Fig. 1: clock wiring as the flow saved it
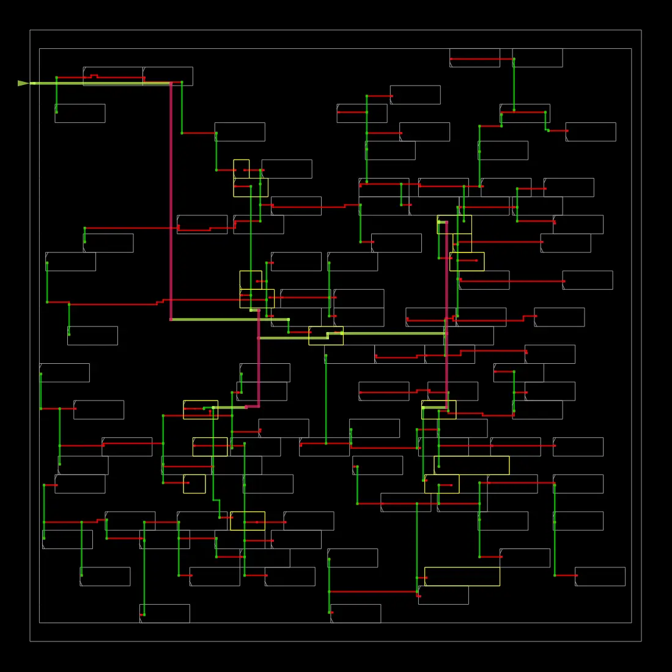
Fig. 2: port wiring
Scale bar: 20 microns.
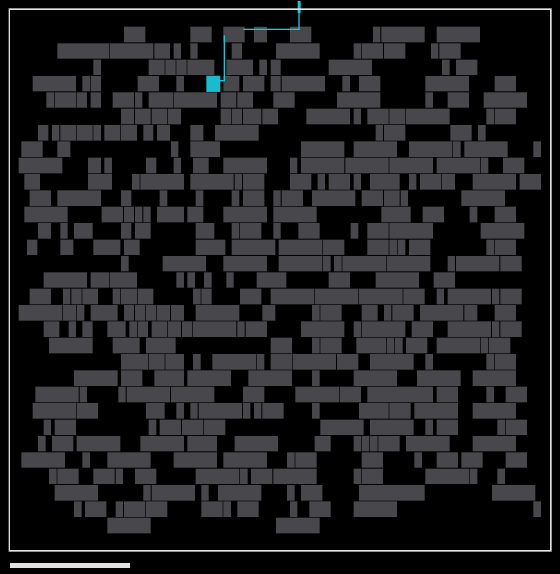
### src/rtl/srt_frame_ctrl_pkg.sv
// Shared state encoding and width helpers for the SRT frame sequencer.
package srt_ctrl_pkg;

    typedef enum logic [1:0] {
        IDLE   = 2'd0,
        LOAD   = 2'd1,
        STREAM = 2'd2,
        DRAIN  = 2'd3
    } state_t;

    localparam int COEF_IDX_W = 4;

    // Width needed to hold 0..credits inclusive.
    function automatic int credit_cnt_w(input int credits);
        return $clog2(credits + 1);
    endfunction

endpackage

### src/rtl/srt_frame_ctrl_valid_pipe.sv
// Valid/last shift register that tracks datapath results in flight.
module srt_valid_pipe #(
    parameter int DEPTH = 40
) (
    input  logic clk,
    input  logic clear,
    input  logic en,
    input  logic in_valid,
    input  logic in_last,
    output logic out_valid,
    output logic out_last
);

    logic [DEPTH-1:0] valid_sr;
    logic [DEPTH-1:0] last_sr;

    // A last flag is only ever stored alongside a valid result.
    always_ff @(posedge clk) begin
        if (clear) begin
            valid_sr <= '0;
            last_sr  <= '0;
        end else if (en) begin
            valid_sr[0] <= in_valid;
            last_sr[0]  <= in_valid & in_last;
            for (int i = 1; i < DEPTH; i++) begin
                valid_sr[i] <= valid_sr[i-1];
                last_sr[i]  <= last_sr[i-1];
            end
        end
    end

    assign out_valid = valid_sr[DEPTH-1];
    assign out_last  = last_sr[DEPTH-1];

endmodule

### src/rtl/srt_frame_ctrl.sv
// Frame sequencer for the SRT matrix-vector + CORDIC datapath.
// Optional performance counters are enabled with SRT_FRAME_CTRL_PERF_EN.
module srt_frame_ctrl
    import srt_ctrl_pkg::*;
#(
    parameter int LANES     = 4,
    parameter int MAT_BEATS = 3,
    parameter int PIPE_LAT  = 40,
    parameter int CREDITS   = 64
) (
    input  logic                  aclk,
    input  logic                  areset,
    input  logic                  s_tvalid,
    input  logic                  s_tlast,
    output logic                  s_tready,
    input  logic                  fifo_pop,
    output logic                  coef_we,
    output logic [COEF_IDX_W-1:0] coef_base,
    output logic                  load_matrix,
    output logic                  vec_valid,
    output logic                  out_valid,
    output logic                  out_last,
    output logic                  busy,
    output logic                  frame_done,
    output logic                  err_short
`ifdef SRT_FRAME_CTRL_PERF_EN
    ,
    output logic [31:0]           perf_frames,
    output logic [31:0]           perf_stall,
    output logic [31:0]           perf_results
`endif
);

    localparam int CNT_W = credit_cnt_w(CREDITS);
    localparam logic [COEF_IDX_W-1:0] LAST_BEAT  = COEF_IDX_W'(MAT_BEATS - 1);
    localparam logic [CNT_W-1:0]      CREDIT_MAX = CNT_W'(CREDITS);

    state_t                  state;
    state_t                  state_nxt;
    logic [COEF_IDX_W-1:0]   beat_cnt;
    logic [COEF_IDX_W-1:0]   beat_cnt_nxt;
    logic                    load_pend;
    logic                    load_pend_nxt;
    logic [CNT_W-1:0]        credit_used;
    logic                    pop_eff;

    logic                    ready_c;
    logic                    coef_we_c;
    logic                    vec_c;
    logic                    err_c;
    logic                    done_c;
    logic                    pipe_en;
    logic                    pipe_valid;
    logic                    pipe_last;
    logic [COEF_IDX_W-1:0]   base_c;

    always_ff @(posedge aclk) begin
        if (areset) begin
            state     <= IDLE;
            beat_cnt  <= '0;
            load_pend <= 1'b0;
        end else begin
            state     <= state_nxt;
            beat_cnt  <= beat_cnt_nxt;
            load_pend <= load_pend_nxt;
        end
    end

    // A tlast while coefficients are still loading aborts the frame; the beat
    // is still written so the coefficient bank sees a consistent write stream.
    always_comb begin
        state_nxt     = state;
        beat_cnt_nxt  = beat_cnt;
        load_pend_nxt = 1'b0;
        ready_c       = 1'b0;
        coef_we_c     = 1'b0;
        vec_c         = 1'b0;
        err_c         = 1'b0;
        done_c        = 1'b0;
        pipe_en       = 1'b0;
        case (state)
            IDLE: begin
                ready_c = 1'b1;
                if (s_tvalid) begin
                    coef_we_c = 1'b1;
                    if (s_tlast) begin
                        err_c = 1'b1;
                    end else if (MAT_BEATS == 1) begin
                        state_nxt     = STREAM;
                        load_pend_nxt = 1'b1;
                    end else begin
                        state_nxt    = LOAD;
                        beat_cnt_nxt = COEF_IDX_W'(1);
                    end
                end
            end
            LOAD: begin
                ready_c = 1'b1;
                if (s_tvalid) begin
                    coef_we_c = 1'b1;
                    if (s_tlast) begin
                        err_c        = 1'b1;
                        state_nxt    = IDLE;
                        beat_cnt_nxt = '0;
                    end else if (beat_cnt == LAST_BEAT) begin
                        state_nxt     = STREAM;
                        load_pend_nxt = 1'b1;
                        beat_cnt_nxt  = '0;
                    end else begin
                        beat_cnt_nxt = beat_cnt + COEF_IDX_W'(1);
                    end
                end
            end
            STREAM: begin
                ready_c = (credit_used < CREDIT_MAX);
                pipe_en = 1'b1;
                if (s_tvalid && ready_c) begin
                    vec_c = 1'b1;
                    if (s_tlast) begin
                        state_nxt = DRAIN;
                    end
                end
            end
            DRAIN: begin
                pipe_en = 1'b1;
                if (pipe_last) begin
                    done_c       = 1'b1;
                    state_nxt    = IDLE;
                    beat_cnt_nxt = '0;
                end
            end
            default: begin
                state_nxt    = IDLE;
                beat_cnt_nxt = '0;
            end
        endcase
    end

    // Credits cover both in-flight and queued results; an empty-counter pop is ignored.
    assign pop_eff = fifo_pop && (credit_used != '0);

    always_ff @(posedge aclk) begin
        if (areset) begin
            credit_used <= '0;
        end else if (vec_c && !pop_eff) begin
            credit_used <= credit_used + CNT_W'(1);
        end else if (!vec_c && pop_eff) begin
            credit_used <= credit_used - CNT_W'(1);
        end
    end

    srt_valid_pipe #(
        .DEPTH(PIPE_LAT)
    ) u_pipe (
        .clk      (aclk),
        .clear    (areset),
        .en       (pipe_en),
        .in_valid (vec_c),
        .in_last  (s_tlast),
        .out_valid(pipe_valid),
        .out_last (pipe_last)
    );

    assign base_c = COEF_IDX_W'(int'(beat_cnt) * LANES);

    // Every output is held low while reset is asserted.
    assign s_tready    = ready_c & ~areset;
    assign coef_we     = coef_we_c & ~areset;
    assign coef_base   = areset ? '0 : base_c;
    assign load_matrix = load_pend & ~areset;
    assign vec_valid   = vec_c & ~areset;
    assign out_valid   = pipe_valid & ~areset;
    assign out_last    = pipe_last & ~areset;
    assign busy        = (state != IDLE) & ~areset;
    assign frame_done  = done_c & ~areset;
    assign err_short   = err_c & ~areset;

`ifdef SRT_FRAME_CTRL_PERF_EN
    logic [31:0] frames_q;
    logic [31:0] stall_q;
    logic [31:0] results_q;

    always_ff @(posedge aclk) begin
        if (areset) begin
            frames_q  <= '0;
            stall_q   <= '0;
            results_q <= '0;
        end else begin
            frames_q  <= frames_q + {31'd0, done_c};
            stall_q   <= stall_q + {31'd0, (state == STREAM) && s_tvalid && !ready_c};
            results_q <= results_q + {31'd0, pipe_valid};
        end
    end

    assign perf_frames  = areset ? '0 : frames_q;
    assign perf_stall   = areset ? '0 : stall_q;
    assign perf_results = areset ? '0 : results_q;
`endif

endmodule
### config.mk
export PLATFORM = sky130hd
export DESIGN_NAME = srt_frame_ctrl
export DESIGN_NICKNAME = d
export VERILOG_FILES = /design/src/rtl/srt_frame_ctrl_pkg.sv /design/src/rtl/srt_frame_ctrl_valid_pipe.sv /design/src/rtl/srt_frame_ctrl.sv
export SDC_FILE = /design/constraint.sdc
export NUM_CORES = 1
export LEC_CHECK = 0
export CORE_UTILIZATION = 49
export DETAILED_ROUTE_END_ITERATION = 12
export PLACE_DENSITY_LB_ADDON = 0.1
export SLEW_MARGIN = 5
export SYNTH_ARGS = -nofsm -noshare
export SYNTH_HDL_FRONTEND = slang
export SYNTH_SLANG_ARGS = --single-unit
### constraint.sdc
create_clock -name aclk -period 3.5 [get_ports aclk]
set_clock_uncertainty 0.05 [all_clocks]
set_input_delay 0.7 -clock aclk [delete_from_list [all_inputs] [get_ports aclk]]
set_output_delay 0.7 -clock aclk [all_outputs]
set_load 0.05 [all_outputs]
==> impl_metrics.env <==
# flow metrics
export IMPL_top_cells_by_count="97 x nor2_1, 94 x dfxtp_1, 79 x mux2i_1"
export IMPL_area_growth_pct=12.3
export IMPL_finalNonFillerCells=498
export IMPL_synthArstFlopShare=0
export IMPL_synth_distinct_cells=41
export IMPL_critical_path_top_delay_family="simple AND/OR/NAND/NOR gates"
export IMPL_warnings=27
export IMPL_relSlewSlack=0.531
export IMPL_cts_repair_resized=0
export IMPL_worstSetupStartpoint="credit_used[2]"
export IMPL_crit_chain="or4_1 -> o41ai_1 -> ha_1 -> inv_1 -> ha_1 -> o21ai_0 -> a21oi_1 -> and4b_1 -> nor3_1 -> mux2_2"
export IMPL_path_class="register to register"
export IMPL_powerDensity_nw_per_um2=543
export IMPL_die_width_microns=89.8
export IMPL_edf_count=0
export IMPL_antenna_found_initial=0
export IMPL_utilization=0.578
export IMPL_critPathMaxStageDelay_ns=0.51
export IMPL_crit_slowest_cell="or4_1"
export IMPL_finalWorstSetupSlack_ns=0.292
export IMPL_synthCells=385
export IMPL_status="finished clean"
export IMPL_initial_utilization=0.515
export IMPL_track_usage=0.157
export IMPL_clock_sinks=94
export IMPL_ys_area_sq_um=3770
export IMPL_numCtsBuffers=9
export IMPL_final_antenna_net_count=0
export IMPL_drc=0
export IMPL_clockBufferDepth=2
export IMPL_clk_latency_ns=0.34
export IMPL_netlist_area_leader_share=0.499
export IMPL_cts_tree="done"
export IMPL_final_setup_viol_count=0
export IMPL_core_area_sq_um=7330
export IMPL_num_rows=31
export IMPL_ys_warn_count=0
## Picture notes: Fig. 1
sequential cell count: 94
number of clock buffers in the layout: 10

## Picture notes: Fig. 2
Key: cyan = frame_done [bits 1, direction output, end cells 1, wire 20.5 microns]

layout make-up:
class	instances	area (sq um)	area share
clock buffer	10	138	0.0325
tap	99	124	0.0292
multi-input combinational	259	1750	0.413
inverter	7	26.3	0.00620
timing repair buffer	23	223	0.0525
sequential	94	1890	0.445
clock inverter	6	91.3	0.0215
path summary, 6_finish.rpt:
kind,to,slack [ns],cells past startpoint
max,credit_used[6],0.29,10
min,u_pipe.valid_sr[0],0.44,2
max reg2reg,credit_used[6],0.29,10
min reg2reg,u_pipe.valid_sr[0],0.44,2
layer usage:
metal  global-route usage  up-vias  wire length (microns)  share of wire
li1                     -     1310                      -              -
met1                0.206     1143                   3180           0.54
met2                0.256       18                   2520           0.43
met3               0.0254        8                    102          0.017
met4               0.0697        0                     78          0.013
met5                    0        -                      0              0
where the power goes:
group	switching [uW]	total (uW)	internal [uW]
Clock	370	796	426
Sequential	32.1	1130	1100
Combinational	207	375	168
worst reg2reg max path: stages, from the launching register on:
cell	delay (ns)
dfxtp_1	0.33
or4_1	0.51
o41ai_1	0.35
ha_1	0.34
inv_1	0.15
ha_1	0.34
o21ai_0	0.22
a21oi_1	0.11
and4b_1	0.22
nor3_1	0.15
mux2_2	0.35
kinds of logic after synthesis:
| logic type | after synthesis | synth area share |
|---|---|---|
| AOI/OAI and AO/OA | 31 | 0.0510 |
| xor gates and xnor gates | 3 | 0.00696 |
| adders and majority gates | 9 | 0.0318 |
| buffers and inverters | 33 | 0.0384 |
| DFF | 94 | 0.499 |
| muxes | 81 | 0.215 |
| other | 1 | 0.000993 |
| and+or+nand+nor | 133 | 0.157 |
registers in the layout, summed over array words and instances (netlist names), named ones only:
register         flops
beat_cnt             4
u_pipe.last_sr      40
load_pend            1
credit_used          7
u_pipe.valid_sr     40
state                1
Power and IR drop assume default switching activity.
